Run 1, cell classes on the final placement:
Scale bar: 20 um. Fill, decap, tap and diode cells in gray.
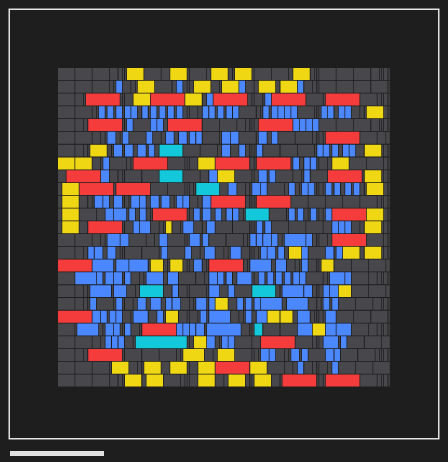
Run 1, met1 routing:
Supply wires on this layer in gray.
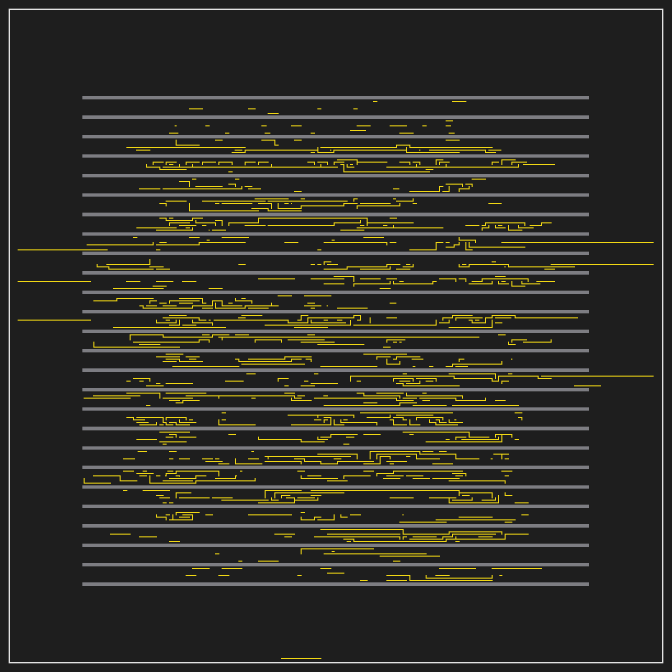
Run 1, cell area per tile:
9 x 9 tiles, from white (low) to dark blue (high), 0 to 100% covered.
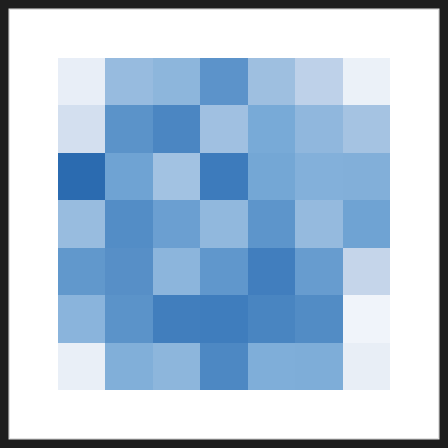
Run 1, I/O nets highlighted:
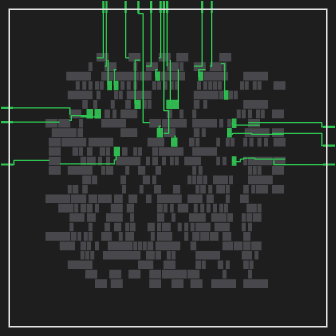
$ cat config.mk
export PLATFORM = sky130hd
export DESIGN_NAME = axis_iq16_fir_scheduler_flat
export DESIGN_NICKNAME = d
export VERILOG_FILES = /design/src/rtl/axis_iq16_fir_scheduler_pkg.sv /design/src/rtl/axis_iq16_fir_scheduler_if.sv /design/src/rtl/axis_iq16_fir_scheduler_credit_counter.sv /design/src/rtl/axis_iq16_fir_scheduler.sv /design/src/flat_wrapper.sv
export SDC_FILE = /design/constraint.sdc
export NUM_CORES = 1
export LEC_CHECK = 0
export ABC_AREA = 1
export CAP_MARGIN = 40
export CORE_MARGIN = 10
export CORE_UTILIZATION = 35
export DETAILED_ROUTE_END_ITERATION = 10
export HOLD_SLACK_MARGIN = 0.02
export PLACE_DENSITY_LB_ADDON = 0.1
export RECOVER_POWER = 100
export SYNTH_ARGS = -nofsm -noshare
export SYNTH_HDL_FRONTEND = slang
export SYNTH_SLANG_ARGS = --single-unit
$ cat constraint.sdc
create_clock -name aclk -period 3.25 [get_ports aclk]
set_input_delay 0.975 -clock aclk [delete_from_list [all_inputs] [get_ports aclk]]
set_output_delay 0.975 -clock aclk [all_outputs]
set_load 0.005 [all_outputs]
$ cat src/rtl/axis_iq16_fir_scheduler_pkg.sv
// Shared IQ widths, channel tags and FSM encodings for the
// IQ pair to interleaved-FIR scheduler.
package axis_iq16_fir_scheduler_pkg;

    localparam int IQ_W   = 8;
    localparam int PAIR_W = 16;

    localparam logic CH_I = 1'b0;
    localparam logic CH_Q = 1'b1;

    typedef enum logic [1:0] {
        ST_IDLE   = 2'd0,
        ST_SEND_I = 2'd1,
        ST_SEND_Q = 2'd2
    } state_t;

    // Upper byte of a pair is I, lower byte is Q.
    function automatic logic [IQ_W-1:0] pair_i(input logic [PAIR_W-1:0] p);
        return p[PAIR_W-1:IQ_W];
    endfunction

    function automatic logic [IQ_W-1:0] pair_q(input logic [PAIR_W-1:0] p);
        return p[IQ_W-1:0];
    endfunction

endpackage

$ cat src/rtl/axis_iq16_fir_scheduler_if.sv
// AXI-Stream bundle used on both sides of the scheduler;
// DATA_W is 16 on the pair side and 8 on the FIR side.
interface axis_iq16_fir_scheduler_if #(
    parameter int DATA_W = 8
);

    logic [DATA_W-1:0] tdata;
    logic              tvalid;
    logic              tready;
    logic              tlast;
    logic              tuser;

    modport master (
        output tdata,
        output tvalid,
        output tlast,
        output tuser,
        input  tready
    );

    modport slave (
        input  tdata,
        input  tvalid,
        input  tlast,
        input  tuser,
        output tready
    );

endinterface

$ cat src/rtl/axis_iq16_fir_scheduler_credit_counter.sv
// Credit counter for pairs in flight through FIR and packer:
// counts up on accept, down on retire, flags retire-at-zero.
module axis_credit_counter #(
    parameter int MAX_INFLIGHT = 16,
    parameter int CNT_W        = 8
) (
    input  logic             aclk,
    input  logic             aresetn,
    input  logic             inc,
    input  logic             dec,
    output logic [CNT_W-1:0] count,
    output logic             full,
    output logic             underflow
);

    localparam logic [CNT_W-1:0] LIMIT = CNT_W'(MAX_INFLIGHT);

    // Full is decoded from the registered count only, so a retire
    // never reaches the upstream ready in the same cycle.
    assign full = (count >= LIMIT);

    // Count update; simultaneous inc and dec cancel out.
    always_ff @(posedge aclk) begin
        if (!aresetn) begin
            count     <= '0;
            underflow <= 1'b0;
        end else begin
            case ({inc, dec})
                2'b10: count <= count + CNT_W'(1);
                2'b01: begin
                    if (count == '0) begin
                        underflow <= 1'b1;
                    end else begin
                        count <= count - CNT_W'(1);
                    end
                end
                default: ;
            endcase
        end
    end

endmodule

$ cat src/rtl/axis_iq16_fir_scheduler.sv
// Splits {I,Q} pairs into I-then-Q 8-bit beats for the shared FIR,
// tags the channel, regenerates TLAST and limits pairs in flight.
module axis_iq16_fir_scheduler #(
    parameter int MAX_INFLIGHT = 16,
    parameter int FRAME_LEN    = 0,
    parameter int CNT_W        = 8
) (
    input  logic                      aclk,
    input  logic                      aresetn,
    axis_iq16_fir_scheduler_if.slave  s_axis,
    axis_iq16_fir_scheduler_if.master m_axis,
    input  logic                      pair_done,
    output logic [CNT_W-1:0]          inflight,
    output logic                      err_underflow
);

    import axis_iq16_fir_scheduler_pkg::*;

    localparam logic [CNT_W-1:0] LAST_IDX =
        (FRAME_LEN > 0) ? CNT_W'(FRAME_LEN - 1) : '0;

    state_t            state;
    logic [IQ_W-1:0]   hold_q;
    logic              hold_last;
    logic [CNT_W-1:0]  frame_cnt;

    logic [IQ_W-1:0]   m_data;
    logic              m_valid;
    logic              m_last;
    logic              m_user;

    logic              full;
    logic              s_rdy;
    logic              s_hs;
    logic              m_hs;
    logic              frame_end;
    logic              unused_tuser;

    assign unused_tuser = s_axis.tuser;

    assign m_axis.tdata  = m_data;
    assign m_axis.tvalid = m_valid;
    assign m_axis.tlast  = m_last;
    assign m_axis.tuser  = m_user;

    // Take a new pair when idle, or while the Q beat leaves (back-to-back).
    assign s_rdy = aresetn && !full &&
                   ((state == ST_IDLE) ||
                    ((state == ST_SEND_Q) && m_axis.tready));

    assign s_axis.tready = s_rdy;
    assign s_hs = s_axis.tvalid && s_rdy;
    assign m_hs = m_valid && m_axis.tready;

    // With a fixed frame length the end is counted, otherwise it
    // follows the TLAST captured with the pair.
    assign frame_end = (FRAME_LEN == 0) ? hold_last
                                        : (frame_cnt == LAST_IDX);

    // Sequencer: registered beat outputs, pair hold and frame count.
    always_ff @(posedge aclk) begin
        if (!aresetn) begin
            state     <= ST_IDLE;
            m_data    <= '0;
            m_valid   <= 1'b0;
            m_last    <= 1'b0;
            m_user    <= 1'b0;
            hold_q    <= '0;
            hold_last <= 1'b0;
            frame_cnt <= '0;
        end else begin
            unique case (state)
                ST_IDLE: begin
                    if (s_hs) begin
                        state     <= ST_SEND_I;
                        m_data    <= pair_i(s_axis.tdata);
                        m_valid   <= 1'b1;
                        m_user    <= CH_I;
                        m_last    <= 1'b0;
                        hold_q    <= pair_q(s_axis.tdata);
                        hold_last <= s_axis.tlast;
                    end
                end
                ST_SEND_I: begin
                    if (m_hs) begin
                        state  <= ST_SEND_Q;
                        m_data <= hold_q;
                        m_user <= CH_Q;
                        m_last <= frame_end;
                    end
                end
                ST_SEND_Q: begin
                    if (m_hs) begin
                        frame_cnt <= m_last ? '0
                                            : frame_cnt + CNT_W'(1);
                        if (s_hs) begin
                            state     <= ST_SEND_I;
                            m_data    <= pair_i(s_axis.tdata);
                            m_user    <= CH_I;
                            m_last    <= 1'b0;
                            hold_q    <= pair_q(s_axis.tdata);
                            hold_last <= s_axis.tlast;
                        end else begin
                            state   <= ST_IDLE;
                            m_data  <= '0;
                            m_valid <= 1'b0;
                            m_user  <= 1'b0;
                            m_last  <= 1'b0;
                        end
                    end
                end
                default: begin
                    state   <= ST_IDLE;
                    m_valid <= 1'b0;
                end
            endcase
        end
    end

    axis_credit_counter #(
        .MAX_INFLIGHT (MAX_INFLIGHT),
        .CNT_W        (CNT_W)
    ) u_credit (
        .aclk      (aclk),
        .aresetn   (aresetn),
        .inc       (s_hs),
        .dec       (pair_done),
        .count     (inflight),
        .full      (full),
        .underflow (err_underflow)
    );

endmodule

$ cat src/flat_wrapper.sv
// flat-port wrapper written by rule: the top's interface ports become plain ports
module axis_iq16_fir_scheduler_flat import axis_iq16_fir_scheduler_pkg::*;
#(
    parameter int MAX_INFLIGHT = 16,
    parameter int FRAME_LEN    = 0,
    parameter int CNT_W        = 8
)
  (aclk, aresetn, pair_done, inflight, err_underflow, s_axis_tdata, s_axis_tvalid, s_axis_tlast, s_axis_tuser, s_axis_tready, m_axis_tdata, m_axis_tvalid, m_axis_tlast, m_axis_tuser, m_axis_tready);
  axis_iq16_fir_scheduler_if #(.DATA_W(16)) s_axis_i ();
  axis_iq16_fir_scheduler_if #(.DATA_W(8)) m_axis_i ();
  input  logic aclk;
  input  logic aresetn;
  input  logic pair_done;
  output logic [CNT_W-1:0] inflight;
  output logic err_underflow;
  input wire logic [$bits(s_axis_i.tdata)-1:0] s_axis_tdata;
  input wire logic [$bits(s_axis_i.tvalid)-1:0] s_axis_tvalid;
  input wire logic [$bits(s_axis_i.tlast)-1:0] s_axis_tlast;
  input wire logic [$bits(s_axis_i.tuser)-1:0] s_axis_tuser;
  output wire logic [$bits(s_axis_i.tready)-1:0] s_axis_tready;
  output wire logic [$bits(m_axis_i.tdata)-1:0] m_axis_tdata;
  output wire logic [$bits(m_axis_i.tvalid)-1:0] m_axis_tvalid;
  output wire logic [$bits(m_axis_i.tlast)-1:0] m_axis_tlast;
  output wire logic [$bits(m_axis_i.tuser)-1:0] m_axis_tuser;
  input wire logic [$bits(m_axis_i.tready)-1:0] m_axis_tready;
  assign s_axis_i.tdata = s_axis_tdata;
  assign s_axis_i.tvalid = s_axis_tvalid;
  assign s_axis_i.tlast = s_axis_tlast;
  assign s_axis_i.tuser = s_axis_tuser;
  assign s_axis_tready = s_axis_i.tready;
  assign m_axis_tdata = m_axis_i.tdata;
  assign m_axis_tvalid = m_axis_i.tvalid;
  assign m_axis_tlast = m_axis_i.tlast;
  assign m_axis_tuser = m_axis_i.tuser;
  assign m_axis_i.tready = m_axis_tready;
  axis_iq16_fir_scheduler #(.MAX_INFLIGHT(MAX_INFLIGHT), .FRAME_LEN(FRAME_LEN), .CNT_W(CNT_W)) u_core (.aclk(aclk), .aresetn(aresetn), .s_axis(s_axis_i), .m_axis(m_axis_i), .pair_done(pair_done), .inflight(inflight), .err_underflow(err_underflow));
endmodule
==> impl_metrics.py, run 1 <==
# Auto-generated metrics
metrics = {
    "layout": {
        "fin_util_pct": 50.5,
        "comb_share_pct": 41.4,
        "num-multi-input-gates": 200,
        "postLayoutCellArea_um2": 2430,
        "inverters": 25,
        "drive_gt1_share_pct": 9.43,
        "seq_share_pct": 25.5,
        "syn2layout_area_growth_pct": 37.3,
        "clockBufferCount": 6,
        "final_cell_mix": "nand2_1, nor2_1, dfxtp_1, inv_1, clkdlybuf4s50_1",
        "mi_logic_area_um2": 1010,
        "flops": 31,
    },
    "logic_synthesis": {
        "common_cells": "nand2_1, nor2_1, dfxtp_1",
        "ys.flops": 31,
        "ys_types": 30,
        "flop_cell": "dfxtp_1",
        "synth_cells": 262,
        "fp_nets": 296,
        "yosysCellCount": 262,
        "ys_sh_aoi_pct": 9.46,
        "top_cells_by_area": "dfxtp_1, nand2_1, nor2_1, ha_1, nand3_1",
        "fa_ha_area_share_pct": 8.19,
        "syn_avg_cell_area_um2": 6.76,
        "mux_area_share_pct": 0,
        "top_area_share_pct": 35.0,
    },
    "routing": {
        "drt-total-wl_mm": 4.59,
        "drc": 0,
        "vias_per_cell": 4.43,
        "firstDrtPassIters": 4,
        "dr_wl_met3_um": 249,
        "dr.max_layer_used": "met4",
    },
    "sta": {
        "setup_ws_ns": 0.0730,
        "finalSetupTns_ns": 0,
        "finClkSkew_ns": 0.00604,
        "setup_viol": 0,
        "worst_pin_slew_ns": 0.657,
        "hold_viol_final": 0,
        "drv_slew": 0,
        "rsz0062_at_grt": "no",
    },
    "critical_path": {
        "r2r_end": "u_core.u_credit.count[7]",
        "crit_type": "in2out",
        "cp_common_cell": "clkdlybuf4s50_1",
        "crit_family": "buffers and inverters",
        "crit_path_start_kind": "input port",
        "required_ns": 2.27,
    },
    "floorplan": {
        "die_area_um2": 8310,
        "io_pins": 44,
    },
    "cts": {
        "cts_tree": "done",
        "cts-buffers-inserted": 5,
        "cts.reportedPaths.clkPinSlew_ns": 0.07,
        "hold_buffers": 0,
        "ctsResizeCount": 1,
    },
    "worst_hold_path": {
        "min_path_cells": 2,
    },
    "job": {
        "max_cap_violations": 0,
    },
    "run_status": {
        "status": "completed",
    },
    "global_routing": {
        "met2_usage_pct": 19.1,
        "top_usage_layer": "met2",
        "grt_overflow": 0,
        "first_global_vias": 1752,
    },
    "placement": {
        "dp_hpwl_mm": 3.46,
        "place_ws_ns": -0.0966,
        "gp_congestion": 0.789,
    },
    "pwr": {
        "finalPower_w": 0.00220,
        "swShare_pct": 41.6,
        "clock_power_share_pct": 18.2,
        "comb_power_share_pct": 54.8,
    },
}
-- 'cell classes on the final placement' (at the start) --
legend:
  yellow:
    class: remaining buffers and delay cells
    cells: 54
  cyan:
    class: clock drivers and dummy loads
    cells: 8
  blue:
    class: remaining logic cells
    cells: 225
  red:
    class: registers
    cells: 31

-- 'met1 routing' (at the start) --
wire length on this layer: 2150 um
longest straight run: 36.3 um
share of all routed wire: 47%
main direction: horizontal
nets with wire on the layer: 319

-- 'cell area per tile' (at the start) --
emptiest ninth of the die: north-east
densest ninth of the die: center
mean over tiles: 28%

-- 'I/O nets highlighted' (at the start) --
legend:
  green:
    port: s_axis_tdata
    bits: 16
    direction: input
    edge: 10 north, 3 west, 3 east
    end_cells: 16
    wire: 448 um

==> run 1: state kept, by name, summed over array words and instances, names as in the netlist <==
signal	count
u_core.hold_q	8
u_core.m_axis.tdata	8
u_core.u_credit.count	8
u_core.state	2
u_core.frame_end	1
u_core.m_axis.tlast	1
u_core.m_axis.tuser	1
u_core.m_axis.tvalid	1
u_core.u_credit.underflow	1
==> run 1: power by group through the flow <==
| stage | clock (W) | combinational (W) | sequential (W) |
|---|---|---|---|
| 3_5_place_dp | 0 | 0.00127 | 0.000606 |
| 3_3_place_gp | 0 | 0.00126 | 0.000606 |
| 6_report | 0.000399 | 0.00120 | 0.000595 |
| 5_1_grt | 0.000426 | 0.00141 | 0.000612 |
| 4_1_cts | 0.000413 | 0.00128 | 0.000599 |
| 2_1_floorplan | 0 | 0.000831 | 0.000595 |
==> run 1 -> run 2 <==
CORE_ASPECT_RATIO = 1.2   (was default)
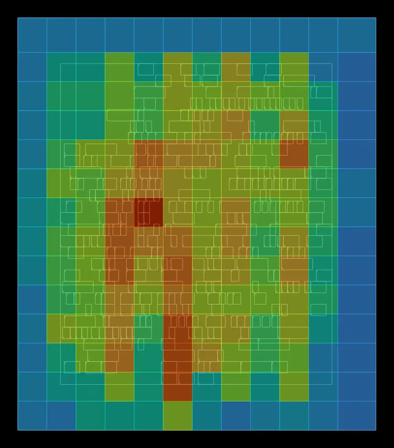
Run 2: congestion heat map
GRT met3 Usage: 2.66%
WL per Instance: 12.2 um
utilization after layout: 49.0%
met1 usage: 13.3%

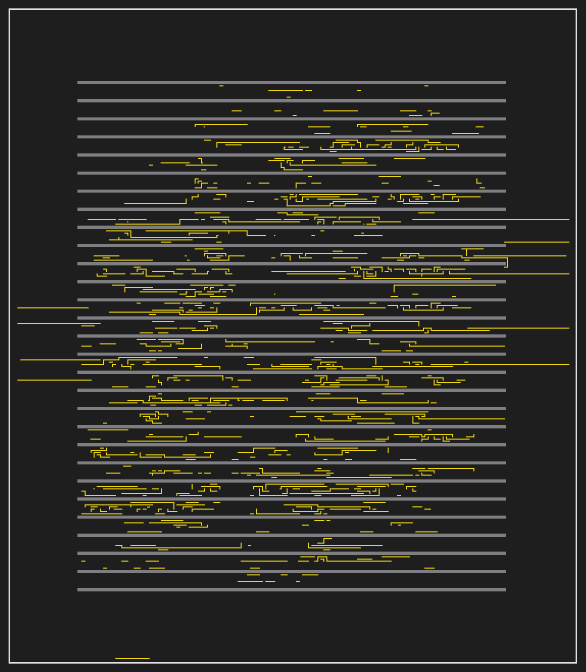
Run 2: met1 routing
Supply wires on this layer in gray.
nets with wire on the layer: 322
wire length on this layer: 1970 um
longest straight run: 23.5 um
share of all routed wire: 43%
main direction: horizontal

==> impl_metrics.py, run 2 <==
# Auto-generated metrics
metrics = {
    "layout": {
        "syn2layout_area_growth_pct": 35.7,
        "flops": 31,
        "comb_share_pct": 41.6,
        "clockBufferCount": 6,
        "final_cell_mix": "nand2_1, nor2_1, dfxtp_1, inv_1, clkdlybuf4s50_1",
        "inverters": 25,
        "drive_gt1_share_pct": 8.18,
        "num-multi-input-gates": 200,
        "postLayoutCellArea_um2": 2400,
        "mi_logic_area_um2": 1000,
        "seq_share_pct": 25.8,
    },
    "sta": {
        "drv_slew": 0,
        "rsz0062_at_grt": "no",
        "hold_viol_final": 0,
        "finalSetupTns_ns": 0,
        "worst_pin_slew_ns": 0.642,
        "setup_viol": 0,
    },
    "global_routing": {
        "top_usage_layer": "met2",
        "grt_pass1_wl_mm": 8.07,
        "met2_usage_pct": 19.7,
        "first_global_vias": 1751,
        "grt_overflow": 0,
    },
    "logic_synthesis": {
        "common_cells": "nand2_1, nor2_1, dfxtp_1",
        "yosysCellCount": 262,
        "fp_nets": 296,
        "ys_sh_aoi_pct": 9.46,
        "synth_cells": 262,
        "top_area_cell": "dfxtp_1",
        "top_area_share_pct": 35.0,
        "yosysWarnings": 0,
        "syn_avg_cell_area_um2": 6.76,
        "ys.flops": 31,
        "mux_area_share_pct": 0,
        "flop_cell": "dfxtp_1",
        "fa_ha_area_share_pct": 8.19,
    },
    "routing": {
        "dr_wl_met3_um": 216,
        "firstDrtPassIters": 4,
        "vias_per_cell": 4.64,
        "drt-total-wl_mm": 4.60,
        "wl_met2_mm": 2.33,
        "drc": 0,
    },
    "pwr": {
        "comb_power_share_pct": 54.3,
        "clock_power_share_pct": 18.4,
        "finalPower_w": 0.00216,
        "swShare_pct": 41.4,
    },
    "worst_hold_path": {
        "min_path_cells": 2,
    },
    "cts": {
        "ctsResizeCount": 1,
        "cts.reportedPaths.clkPinSlew_ns": 0.07,
        "cts-buffers-inserted": 5,
        "cts_tree": "done",
        "hold_buffers": 0,
    },
    "job": {
        "warnings": 30,
    },
    "critical_path": {
        "crit_type": "in2reg",
        "required_ns": 3.43,
        "crit_family": "buffers and inverters",
        "r2r_end": "u_core.u_credit.count[7]",
        "max_stage_delay_ns": 0.54,
        "cp_common_cell": "nor2_1",
        "crit_path_start_kind": "input port",
    },
    "floorplan": {
        "rows": 28,
        "io_pins": 44,
        "die_area_um2": 8320,
    },
    "placement": {
        "gp_congestion": 0.872,
        "dp_hpwl_mm": 3.58,
        "place_ws_ns": -0.0597,
    },
    "run_status": {
        "status": "completed",
    },
}
run 2: power groups by stage:
stage	Clock, W	Sequential [W]	Combinational (W)
5_1_grt	0.000432	0.000612	0.00136
3_3_place_gp	0	0.000601	0.00125
2_1_floorplan	0	0.000595	0.000831
3_5_place_dp	0	0.000603	0.00126
6_report	0.000398	0.000590	0.00117
4_1_cts	0.000412	0.000596	0.00126
run 2: how the worst max path moves through the flow:
stage | from | to | cells past startpoint
2_1_floorplan | m_axis_tready | u_core.u_credit.count[7] | 14
3_3_place_gp | m_axis_tready | u_core.u_credit.count[7] | 14
3_5_place_dp | m_axis_tready | u_core.u_credit.count[7] | 14
4_1_cts | m_axis_tready | u_core.u_credit.count[7] | 14
5_1_grt | aresetn | u_core.u_credit.count[7] | 14
6_report | aresetn | u_core.u_credit.count[7] | 13
Power is estimated from default activity; no workload was simulated.
